## src/rtl/rr_req_arbiter_pkg.sv

```systemverilog
// Shared types and default sizing for the round-robin request arbiter.
// Holds the two-state FSM enum and the default requester count / tenure.
package arb_pkg;

   typedef enum logic {
      IDLE  = 1'b0,
      GRANT = 1'b1
   } state_t;

   localparam int NUM_REQ_DEF  = 4;
   localparam int MAX_HOLD_DEF = 8;

endpackage

```

## src/rtl/rr_req_arbiter_pick.sv

```systemverilog
// rr_pick: combinational rotate-priority selector.
// Ports: i_req (requests), i_ptr (highest-priority index),
//        o_sel (chosen index), o_sel_valid (any request present).
module rr_pick
   import arb_pkg::*;
#(
   parameter int NUM_REQ = NUM_REQ_DEF,
   parameter int ID_W    = $clog2(NUM_REQ)
) (
   input  logic [NUM_REQ-1:0] i_req,
   input  logic [ID_W-1:0]    i_ptr,
   output logic [ID_W-1:0]    o_sel,
   output logic               o_sel_valid
);

   logic [ID_W-1:0] w_idx;

   // Walk offsets from the far end back to offset 0 so the
   // last hit (smallest offset from the pointer) wins.
   always_comb begin
      o_sel       = '0;
      o_sel_valid = 1'b0;
      w_idx       = '0;
      for (int k = NUM_REQ - 1; k >= 0; k--) begin
         w_idx = ID_W'((int'(i_ptr) + k) % NUM_REQ);
         if (i_req[w_idx]) begin
            o_sel       = w_idx;
            o_sel_valid = 1'b1;
         end
      end
   end

endmodule

```

## src/rtl/rr_req_arbiter.sv

```systemverilog
// rr_req_arbiter: round-robin arbiter with bounded grant tenure.
// Ports: clk, rst (sync, active-high), req/done (per requester),
//        gnt, gnt_valid, gnt_id, any_req, timeout (all registered).
module rr_req_arbiter
   import arb_pkg::*;
#(
   parameter int NUM_REQ  = NUM_REQ_DEF,
   parameter int MAX_HOLD = MAX_HOLD_DEF,
   parameter int ID_W     = $clog2(NUM_REQ),
   parameter int CNT_W    = $clog2(MAX_HOLD + 1)
) (
   input  logic               clk,
   input  logic               rst,
   input  logic [NUM_REQ-1:0] req,
   input  logic [NUM_REQ-1:0] done,
   output logic [NUM_REQ-1:0] gnt,
   output logic               gnt_valid,
   output logic [ID_W-1:0]    gnt_id,
   output logic               any_req,
   output logic               timeout
);

   state_t             r_state;
   logic [NUM_REQ-1:0] r_gnt;
   logic               r_gv;
   logic [ID_W-1:0]    r_id;
   logic [ID_W-1:0]    r_ptr;
   logic [CNT_W-1:0]   r_cnt;
   logic               r_any;
   logic               r_to;

   state_t             w_state_nxt;
   logic [NUM_REQ-1:0] w_gnt_nxt;
   logic [ID_W-1:0]    w_id_nxt;
   logic [ID_W-1:0]    w_ptr_nxt;
   logic [CNT_W-1:0]   w_cnt_nxt;
   logic               w_to_nxt;
   logic [ID_W-1:0]    w_sel;
   logic               w_sel_valid;
   logic               w_rel_done;
   logic               w_rel_drop;
   logic               w_rel_max;

   rr_pick #(
      .NUM_REQ (NUM_REQ),
      .ID_W    (ID_W)
   ) u_pick (
      .i_req       (req),
      .i_ptr       (r_ptr),
      .o_sel       (w_sel),
      .o_sel_valid (w_sel_valid)
   );

   assign w_rel_done = done[r_id];
   assign w_rel_drop = ~req[r_id];
   assign w_rel_max  = (r_cnt == CNT_W'(MAX_HOLD));

   always_comb begin
      w_state_nxt = r_state;
      w_gnt_nxt   = r_gnt;
      w_id_nxt    = r_id;
      w_ptr_nxt   = r_ptr;
      w_cnt_nxt   = r_cnt;
      w_to_nxt    = 1'b0;
      unique case (r_state)
         IDLE: begin
            if (w_sel_valid) begin
               w_gnt_nxt        = '0;
               w_gnt_nxt[w_sel] = 1'b1;
               w_id_nxt         = w_sel;
               w_cnt_nxt        = CNT_W'(1);
               w_state_nxt      = GRANT;
               // Winner drops to lowest priority next round.
               if (w_sel == ID_W'(NUM_REQ - 1)) begin
                  w_ptr_nxt = '0;
               end else begin
                  w_ptr_nxt = w_sel + ID_W'(1);
               end
            end
         end
         GRANT: begin
            if (w_rel_done || w_rel_drop || w_rel_max) begin
               w_gnt_nxt   = '0;
               w_state_nxt = IDLE;
               // Flag only revocations the requester did not ask for.
               w_to_nxt    = w_rel_max & ~w_rel_done & ~w_rel_drop;
            end else begin
               w_cnt_nxt = r_cnt + CNT_W'(1);
            end
         end
      endcase
   end

   always_ff @(posedge clk) begin
      if (rst) begin
         r_state <= IDLE;
         r_gnt   <= '0;
         r_gv    <= 1'b0;
         r_id    <= '0;
         r_ptr   <= '0;
         r_cnt   <= '0;
         r_any   <= 1'b0;
         r_to    <= 1'b0;
      end else begin
         r_state <= w_state_nxt;
         r_gnt   <= w_gnt_nxt;
         r_gv    <= |w_gnt_nxt;
         r_id    <= w_id_nxt;
         r_ptr   <= w_ptr_nxt;
         r_cnt   <= w_cnt_nxt;
         r_any   <= |req;
         r_to    <= w_to_nxt;
      end
   end

   assign gnt       = r_gnt;
   assign gnt_valid = r_gv;
   assign gnt_id    = r_id;
   assign any_req   = r_any;
   assign timeout   = r_to;

endmodule

```

## config.mk

```make
export PLATFORM = sky130hd
export DESIGN_NAME = rr_req_arbiter
export DESIGN_NICKNAME = d
export VERILOG_FILES = /design/src/rtl/rr_req_arbiter_pkg.sv /design/src/rtl/rr_req_arbiter_pick.sv /design/src/rtl/rr_req_arbiter.sv
export SDC_FILE = /design/constraint.sdc
export NUM_CORES = 1
export LEC_CHECK = 0
export CORE_UTILIZATION = 35
export CTS_CLUSTER_DIAMETER = 40
export DETAILED_ROUTE_END_ITERATION = 7
export GPL_TIMING_DRIVEN = 0
export PLACE_DENSITY = 0.67
export SYNTH_ARGS = -nofsm -noshare
export SYNTH_HDL_FRONTEND = slang
export SYNTH_SLANG_ARGS = --single-unit
```

## constraint.sdc

```tcl
create_clock -name clk -period 5.7 [get_ports clk]
set_input_delay 0.855 -clock clk [delete_from_list [all_inputs] [get_ports clk]]
set_output_delay 0.855 -clock clk [all_outputs]
set_load 0.005 [all_outputs]
```

==> flow_summary.ini, run 1 <==
; generated from flow reports
[yosys]
synth-edff-count = 0
numSynthFlops = 16
ys_chip_area_um2 = 927
synth-main-ff-cell = dfxtp_1
async_flop_share_pct = 0
synth.distinct_cells = 35
syn_inst = 111
yosys_warnings = 0
fp_nets = 127
ys_seq_share_pct = 34.5
avgSynthCellArea_um2 = 8.35
ys_cells = 111

[placement]
place_area_um2 = 1140
port_buffers = 18

[cts]
cts_buffer_depth = 2
postCtsHoldBufs = 0
cts_sinks = 16
postCtsSetupRepairBufs = 0
clkSlewWorstSetupHoldPaths_ps = 100
cts-root-buf = clkbuf_4
ctsHtreeMaxLevel = 1
cts_buffers = 3
insertion_delay_ps = 290
cts_resized = 0

[routing]
dr.pass1.iters = 4
drtIter0Drc = 18
ant_nets = 0
drc = 0
via_per_inst = 5.31
num_vias = 866

[critical_path]
rr_endpoint = gnt_valid
r2r_slack_ps = 3410
crit_type = input pin to flip-flop
startpoint = req[0]
critPathLaunchType = input pin
required_ps = 5870
crit_path_end = gnt_valid

[global_route]
grt_pass1_vias = 778
antenna_found_initial = 0
grt_start_max_net_pins = 11
grt_pass1_wl_um = 3480
overflow = 0

[outcome]
outcome = complete, no violations

[final_layout]
num-nets-final = 150
combGateArea_um2 = 552
area_growth_pct = 27.4
seq_area_um2 = 320

[pwr]
p_leak_nw = 0.443

[timing]
finalSetupTns_ps = 0
rsz0062_at_grt = false
hold_violations = 0
fin_crit_ps = 2890
min_period_over_period_pct = 50.8
slew_headroom_pct = 44.6
fmax_ghz = 0.346
maxSlewViolCount = 0
fin_skew_ps = 6.01
setup_viol = 0

[floorplanning]
fp_util_pct = 37.1
io_pins = 19
rows = 18

[worst_hold_path]
holdPathEnd = gnt[2]

[flow_run]
warnings = 30
-- run 1: kinds of logic (layout without fill, tap and decap cells) --
| kind of cell | Yosys count | count (layout) | share of synthesized area, % |
|---|---|---|---|
| flops | 16 | 16 | 34.5 |
| simple gates | 45 | 45 | 25.2 |
| fa+ha+maj | 6 | 6 | 8.10 |
| compound gates | 26 | 26 | 19.0 |
| mux | 4 | 4 | 7.15 |
| buf+inv | 14 | 36 | 5.94 |
-- run 1: placed cells by master, fill, tap and decap left out, types with 3 or more instances in the layout --
master,netlist,layout
nor2_1,11,11
clkdlybuf4s50_1,0,18
ha_1,6,6
nand2b_1,5,5
inv_1,11,11
o32ai_1,3,3
nor4_1,3,3
nor2b_1,4,4
a21oi_1,10,10
nand2_1,10,10
clkbuf_4,0,3
dfxtp_1,16,16
-- run 1: area by class of cell --
cell class              count  share of cell area [%]
multi-input cells          81                    46.7
flip-flops and latches     16                    27.1
repair buffers             18                    15.3
inverters                  11                    3.50
well taps                  30                    3.18
clock buffers               4                    3.07
plain buffers               3                    1.17
-- run 1: Yosys cell counts, drive strengths merged, types with 2 or more instances --
cell type,n,share of area [%]
dfxtp,16,35
inv,11,4.5
nand2,11,4.7
nor2,11,4.5
a21oi,10,5.4
ha,6,8.1
nand2b,5,3.4
nor2b,4,2.7
nor4,3,2.0
o32ai,3,2.8
a211oi,2,1.6
clkbuf,2,0.94
mux4,2,4.9
nand3,2,1.1
nand4,2,1.3
nor3,2,1.6
o21ai,2,1.1
o22ai,2,1.3
o31ai,2,1.6
-- run 1: state kept, by name (all words and copies together), names as in the netlist --
name,cells
any_req,1
gnt,4
gnt_id,2
gnt_valid,1
r_cnt,4
r_ptr,2
r_state,1
timeout,1
-- run 1: through the flow --
| stage | cells | worst slack, ps | util [%] | total power (W) | hold slack, ps |
|---|---|---|---|---|---|
| after global placement | 159 | 2550 | 45.8 | 0.000205 | 496 |
| after detailed placement | 159 | 2470 | 45.8 | 0.000207 | 496 |
| after floorplan | 111 | 3350 | - | 0.000176 | 475 |
| after global routing | 163 | 2580 | 47.2 | 0.000301 | 544 |
| final | 163 | 2810 | 47.2 | 0.000281 | 511 |
| after CTS | 163 | 2780 | 47.2 | 0.000284 | 511 |
-- run 1: power breakdown --
| group | leakage [nW] | total [W] | switching, W | internal [W] |
|---|---|---|---|---|
| clock network | 0.0210 | 0.0000769 | 0.0000380 | 0.0000389 |
| logic | 0.290 | 0.0000774 | 0.0000405 | 0.0000370 |
| registers | 0.131 | 0.000127 | 0.00000580 | 0.000121 |
-- run 1: critical path: stages --
cell             delay, ps
clkdlybuf4s50_1        530
mux2i_1                180
nor2_1                  60
nor3_1                 420
inv_1                  160
ha_1                   250
nor4_1                 280
nor2_1                  70
a21oi_1                160
o22ai_1                100
-- run 1: routing by layer --
metal / up-vias / global-route usage (%) / routed length, µm
li1: 444 / - / -
met1: 405 / 21.5 / 981
met2: 15 / 26.7 / 958
met3: 2 / 5.46 / 84
met4: 0 / 5.26 / 15
met5: - / 0 / 0
run_1/flops_by_reg.png
Other sequential cells in the stronger grey, the rest of the logic in the fainter grey.
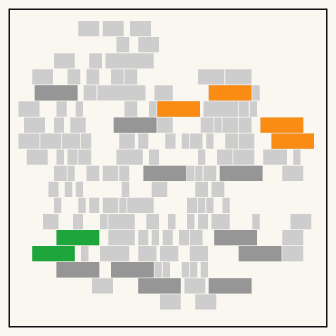
orange -> `r_cnt`  # placed flops 4
green -> `r_ptr`  # placed flops 2
not coloured = 10
Core Util, Final: 47.2%
Power Sequential: 0.000127 W

run_1/power_grid.png
Bar = 20 µm. Pins as bars on the die edge. Tap cells in grey.
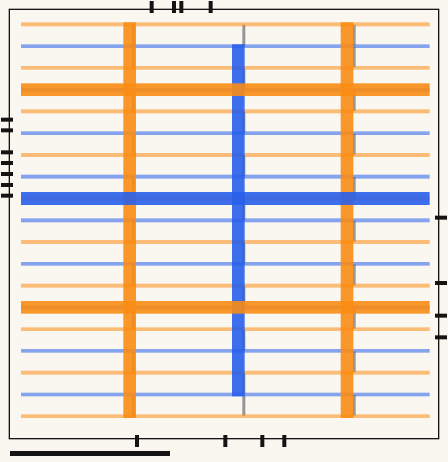
blue -> VDD
orange -> VSS
met5 straps = 3
met4 straps = 3
met1 rails = 19
tap cells = 30
die span in y: 53.5 µm
VDD IR-drop max: 156 µV
Core ar.: 2500 µm²
DIE WIDTH: 53.5 µm

run_1/wires.png
Only two layers are drawn.
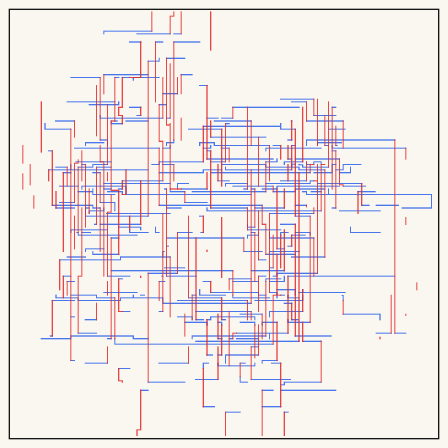
red -> metal 2  # wire length 958 µm
blue -> metal 1  # wire length 981 µm
wire per inst: 12.5 µm
total track usage: 16.9%
DRT Wirelength: 2040 µm

==> run 2: changes to the inputs <==
- PLACE_DENSITY: 0.67 -> 0.69
- clock period: 5.7 -> 2.4 ns (I/O delays scaled with it)
run_2/power_grid.png
Bar = 20 µm. Pins as bars on the die edge. Tap cells in grey.
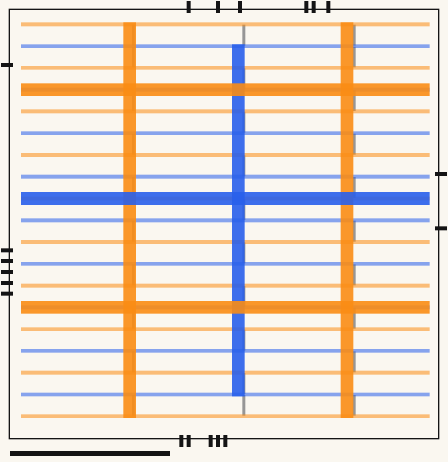
blue -> VDD
orange -> VSS
signal pins = 19
rows = 18
met4 straps = 3
VDD IR-drop max: 301 µV

run_2/flops_by_reg.png
Other sequential cells in the stronger grey, the rest of the logic in the fainter grey.
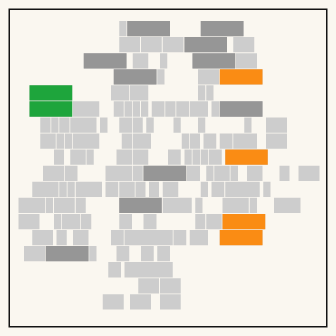
orange -> `r_cnt`  # placed flops 4
green -> `r_ptr`  # placed flops 2
not coloured = 10
Power Sequential: 0.000301 W
Seq area share: 26.6%
Core Util, Final: 48.2%
Flop area: 320 µm²

==> run 2 against run 1 <==
Non-clock buffer count is 1 higher. Synthesized area stayed put. Sequential power is 140% higher. Clock-buffer cell count stayed put.
==> flow_summary.ini, run 2 <==
; generated from flow reports
[timing]
hold_violations = 0
slew_headroom_pct = 44.4
fmax_ghz = 0.456
finalSetupTns_ps = 0
maxSlewViolCount = 0
fin_crit_ps = 2190
min_period_over_period_pct = 91.4
setup_viol = 0
fin_skew_ps = 7.90

[cts]
postCtsHoldBufs = 0
cts_buffer_depth = 2
ctsHtreeMaxLevel = 1
insertion_delay_ps = 290
cts_buffers = 3
clkSlewWorstSetupHoldPaths_ps = 90
cts-root-buf = clkbuf_4

[yosys]
numSynthFlops = 16
ys_cells = 111
synth-edff-count = 0
synth-main-ff-cell = dfxtp_1
ys_seq_share_pct = 34.5
yosys.area.top_type = dfxtp_1
avgSynthCellArea_um2 = 8.35
synth_top_area_share_pct = 34.5
synthTopCellsByCount = dfxtp_1 (16), inv_1 (11), nor2_1 (11)
fp_nets = 127
synth.distinct_cells = 35
top_cell = dfxtp_1
async_flop_share_pct = 0
ys_chip_area_um2 = 927
syn_inst = 111

[placement]
port_buffers = 18
dp.cells = 159
place_area_um2 = 1140

[final_layout]
layout_top_cells = dfxtp_1 (16), clkdlybuf4s50_1 (16), nor2_1 (11), inv_1 (11)
final_cells = 164
drive_gt1_share_pct = 11.2
num-nets-final = 151
area_growth_pct = 30.0

[global_route]
grt_start_max_net_pins = 11
grt_util_all_layers_pct = 16.4
grt_pass1_wl_um = 3370
overflow = 0
grt_pass1_vias = 818
antenna_found_initial = 0

[critical_path]
critPathLaunchType = input pin
worst_path_largest_cell_delay_ps = 520
crit_path_cell_trace = clkdlybuf4s50_1 > nand2b_1 > a21oi_1 > nor3_2 > inv_1 > ha_1 > nor4_1 > nor2_1 > a21oi_1 > o22ai_1
critPathMostFrequentCell = a21oi_1

[routing]
via_per_inst = 5.52
drc = 0
num_vias = 905
wirelength_um = 2070
wl_per_cell_um = 12.6
drtIter0Drc = 16
dr.pass1.iters = 4
ant_nets = 0

[floorplanning]
io_pins = 19
fp_util_pct = 37.1
rows = 18
die_w_um = 53.5
fp.dieH_um = 53.5
core_um2 = 2500

[outcome]
outcome = complete, no violations

[pwr]
p_leak_nw = 0.471
run 2: cell types whose count changed in the layout (fill, tap and decap cells not counted), sizes merged:
cell	delta
buf	+1
dlymetal6s2s	+2
clkdlybuf4s50	-2
run 2: power breakdown:
part / total (W) / switching [W] / internal [W]
logic: 0.000192 / 0.0000993 / 0.0000924
clock network: 0.000178 / 0.0000858 / 0.0000923
registers: 0.000301 / 0.0000139 / 0.000287
total: 0.000670 / 0.000199 / 0.000472
run 2: kinds of logic (layout without fill, tap and decap cells):
group,count (synthesis),count (layout),synth area share (%)
compound gates,26,26,19.0
fa+ha+maj,6,6,8.10
buf+inv,14,37,5.94
flops,16,16,34.5
mux,4,4,7.15
simple gates,45,45,25.2
run 2: routing by layer:
metal,track usage (%),part of all wire [%],vias to the layer above
li1,-,-,445
met4,6.58,0.77,0
met1,20.4,45,438
met2,27.5,50,20
met3,2.59,3.4,2
met5,0,0,-
run 2: final cells by class:
class	count	area [µm²]	share of cell area (%)
Tap cell	30	37.5	3.12
Multi-Input combinational cell	81	563	46.7
Clock buffer	4	36.3	3.01
Buffer	3	13.8	1.14
Sequential cell	16	320	26.6
Timing Repair Buffer	19	193	16.0
Inverter	11	41.3	3.43
run 2: final timing paths:
path	start	endpoint	slack [ps]	depth (start not counted)
worst max register to register	r_ptr[1]	gnt_valid	320	10
worst min register to register	gnt[2]	gnt[2]	520	2
worst max-delay path	req[2]	gnt_valid	210	10
worst min-delay path	gnt[2]	gnt[2]	520	2
run 2: through the flow:
stage               util [%]  worst slack, ps  hold slack [ps]  power, W
floorplan                  -              408              462  0.000419
global placement        45.8             -255              495  0.000485
detailed placement      45.8             -268              507  0.000490
CTS                     47.2             35.3              518  0.000668
global route            48.2            -3.77              535  0.000712
finish                  48.2              207              517  0.000670
run 2: repair_timing:
action,CTS,global route
setup endpoints to repair,0,1
setup buffers,0,1
gates resized,0,4
hold endpoints to repair,0,0
run 2: critical path: cells and delay by family:
kind / cells / cell delay (ps)
adders and majority gates: 1 / 250
buffers and inverters: 2 / 650
and+or+nand+nor: 4 / 790
AOI/OAI and AO/OA: 3 / 310
==> run 3: changes to the inputs <==
- CTS_CLUSTER_SIZE: not set -> 8
- clock period: 2.4 -> 2 ns (I/O delays scaled with it)
run_3/congestion.png
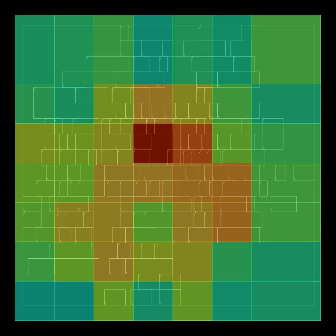
GRT busiest layer: met2
wire per inst: 13.0 µm
GR Util met3: 2.59%
Core Util, Final: 49.4%

run_3/detail.png
Region (28, 1) to (53, 26) µm. Cells in grey, sequential cells in the stronger grey; small squares are vias.
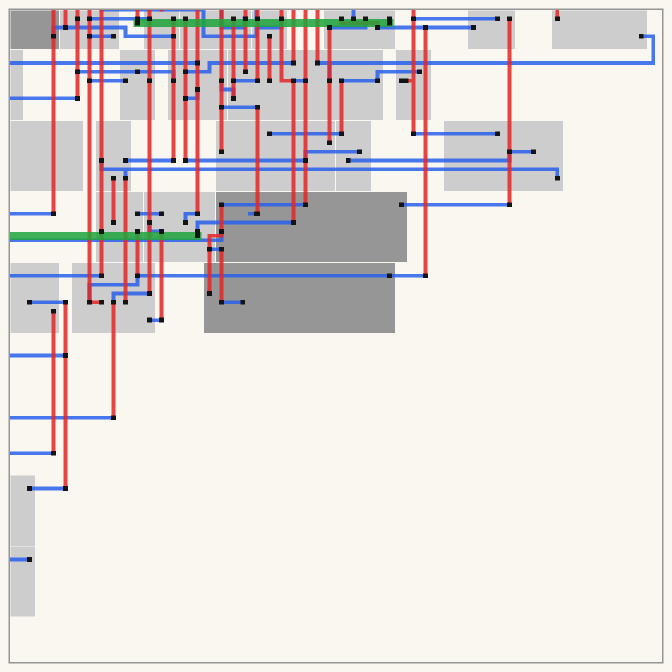
red -> metal 2
green -> metal 3
blue -> metal 1
netlist names of flops here include = `r_cnt` (2)
cells with their middle in the window = 22
most frequent = nand2_1 (3)
sequential cells in the window = 2

==> run 3 against run 2 <==
Via count increased by 1.7%. Non-clock buffer count increased by 2. Clock power increased by 23%. Combinational power increased by 32%. Critical path type is now flip-flop to flip-flop.
==> flow_summary.ini, run 3 <==
; generated from flow reports
[critical_path]
crit_path_cell_trace = buf_6 > a21oi_1 > o21a_1 > o22ai_2 > buf_4 > ha_1 > nor4_2 > nor2_1 > a21oi_1 > o22ai_1
slowest_stage = dfxtp_2
startpoint = r_ptr[1]
crit_path_end = gnt_valid
regToRegStartpoint = r_ptr[1]
worst_path_largest_cell_delay_ps = 330
path_buffers = 2
crit_type = flip-flop to flip-flop
critPathMostFrequentCell = a21oi_1
critPathLaunchType = flip-flop

[final_layout]
drive_gt1_share_pct = 17.6
num-nets-final = 153
seq_area_um2 = 322
combGateArea_um2 = 578
layout_top_cells = dfxtp_1 (15), clkdlybuf4s50_1 (14), nor2_1 (11)

[yosys]
top_cell = dfxtp_1
synth_top_area_share_pct = 34.5
ys_chip_area_um2 = 927
synth-main-ff-cell = dfxtp_1
topCellsByArea = dfxtp_1 (35%), ha_1 (8.1%), a21oi_1 (5.4%), mux4_2 (4.9%), inv_1 (4.5%)
ys_cells = 111
fp_nets = 127
synth-edff-count = 0
synthTopCellsByCount = dfxtp_1 (16), inv_1 (11), nor2_1 (11)
synth.distinct_cells = 35

[pwr]
ir_worst_vdd_uv = 411
p_total_w = 0.000834

[floorplanning]
rows = 18
die_w_um = 53.5

[cts]
insertion_delay_ps = 290
cts_sinks = 16
cts_buffers = 3

[timing]
maxSlewViolCount = 0
whs_ps = 516
setup_viol = 0

[global_route]
grt_pass1_vias = 832
grt_start_max_net_pins = 11

[outcome]
outcome = complete, no violations

[routing]
wirelength_um = 2160
drc = 0
via_per_inst = 5.54

[flow_run]
warnings = 30
==> run 3: worst min-delay path by stage <==
stage / slack (ps) / end / startpoint / cells after the start
floorplan: 400 / r_cnt[1] / rst / 1
global placement: 500 / gnt_id[1] / gnt_id[1] / 2
detailed placement: 510 / gnt_id[1] / gnt_id[1] / 2
CTS: 520 / gnt[2] / gnt[2] / 2
global route: 540 / gnt[2] / gnt[2] / 2
finish: 520 / gnt[2] / gnt[2] / 2
==> run 3: power by group <==
| group | internal, W | leakage (nW) | total, W | switching (W) |
|---|---|---|---|---|
| Combinational | 0.000126 | 0.320 | 0.000253 | 0.000127 |
| Clock | 0.000111 | 0.0210 | 0.000219 | 0.000108 |
| Sequential | 0.000345 | 0.132 | 0.000362 | 0.0000174 |
==> run 3: through the flow <==
stage	TNS, ps	util [%]	cell area (µm²)	instances
2_1_floorplan	0	-	927	111
4_1_cts	0	47.8	1200	164
3_5_place_dp	-2730	45.8	1140	159
6_report	0	49.4	1240	166
5_1_grt	-3.15	49.4	1240	166
3_3_place_gp	-2440	45.8	1140	159
==> run 3: kinds of logic (layout without fill, tap and decap cells) <==
logic type | after synthesis | in the layout | synth area share (%)
AND/OR/NAND/NOR | 45 | 45 | 25.2
AND-OR/OR-AND | 26 | 26 | 19.0
flip-flops | 16 | 16 | 34.5
buffers and inverters | 14 | 39 | 5.94
adder cells (fa/ha/maj) | 6 | 6 | 8.10
multiplexers | 4 | 4 | 7.15
==> run 3: final cells by class <==
type,instances,share of cell area (%)
Multi-Input combinational cell,81,46.8
Sequential cell,16,26.0
Timing Repair Buffer,21,16.3
Inverter,11,3.34
Tap cell,30,3.04
Clock buffer,4,2.94
Buffer,3,1.62
==> run 3: worst min-delay path: cells and delay by family (launching register included) <==
family                 cells  cell delay [ps]
AND-OR/OR-AND              1               80
buffers and inverters      1               70
flip-flops                 1              320
==> run 3: metal layers <==
metal  track usage [%]  wire, µm
met1              20.8       953
met3              2.59        91
met2              28.5      1080
met5                 0         0
met4              6.58        34
==> run 3: timing repair <==
| item | in CTS | in global routing |
|---|---|---|
| pin swaps | 1 | 3 |
| resized | 5 | 11 |
| buffers inserted | 1 | 2 |
| endpoints found under the setup margin | 3 | 1 |
Power figures rest on the tool's default switching activity, not on a simulated workload.
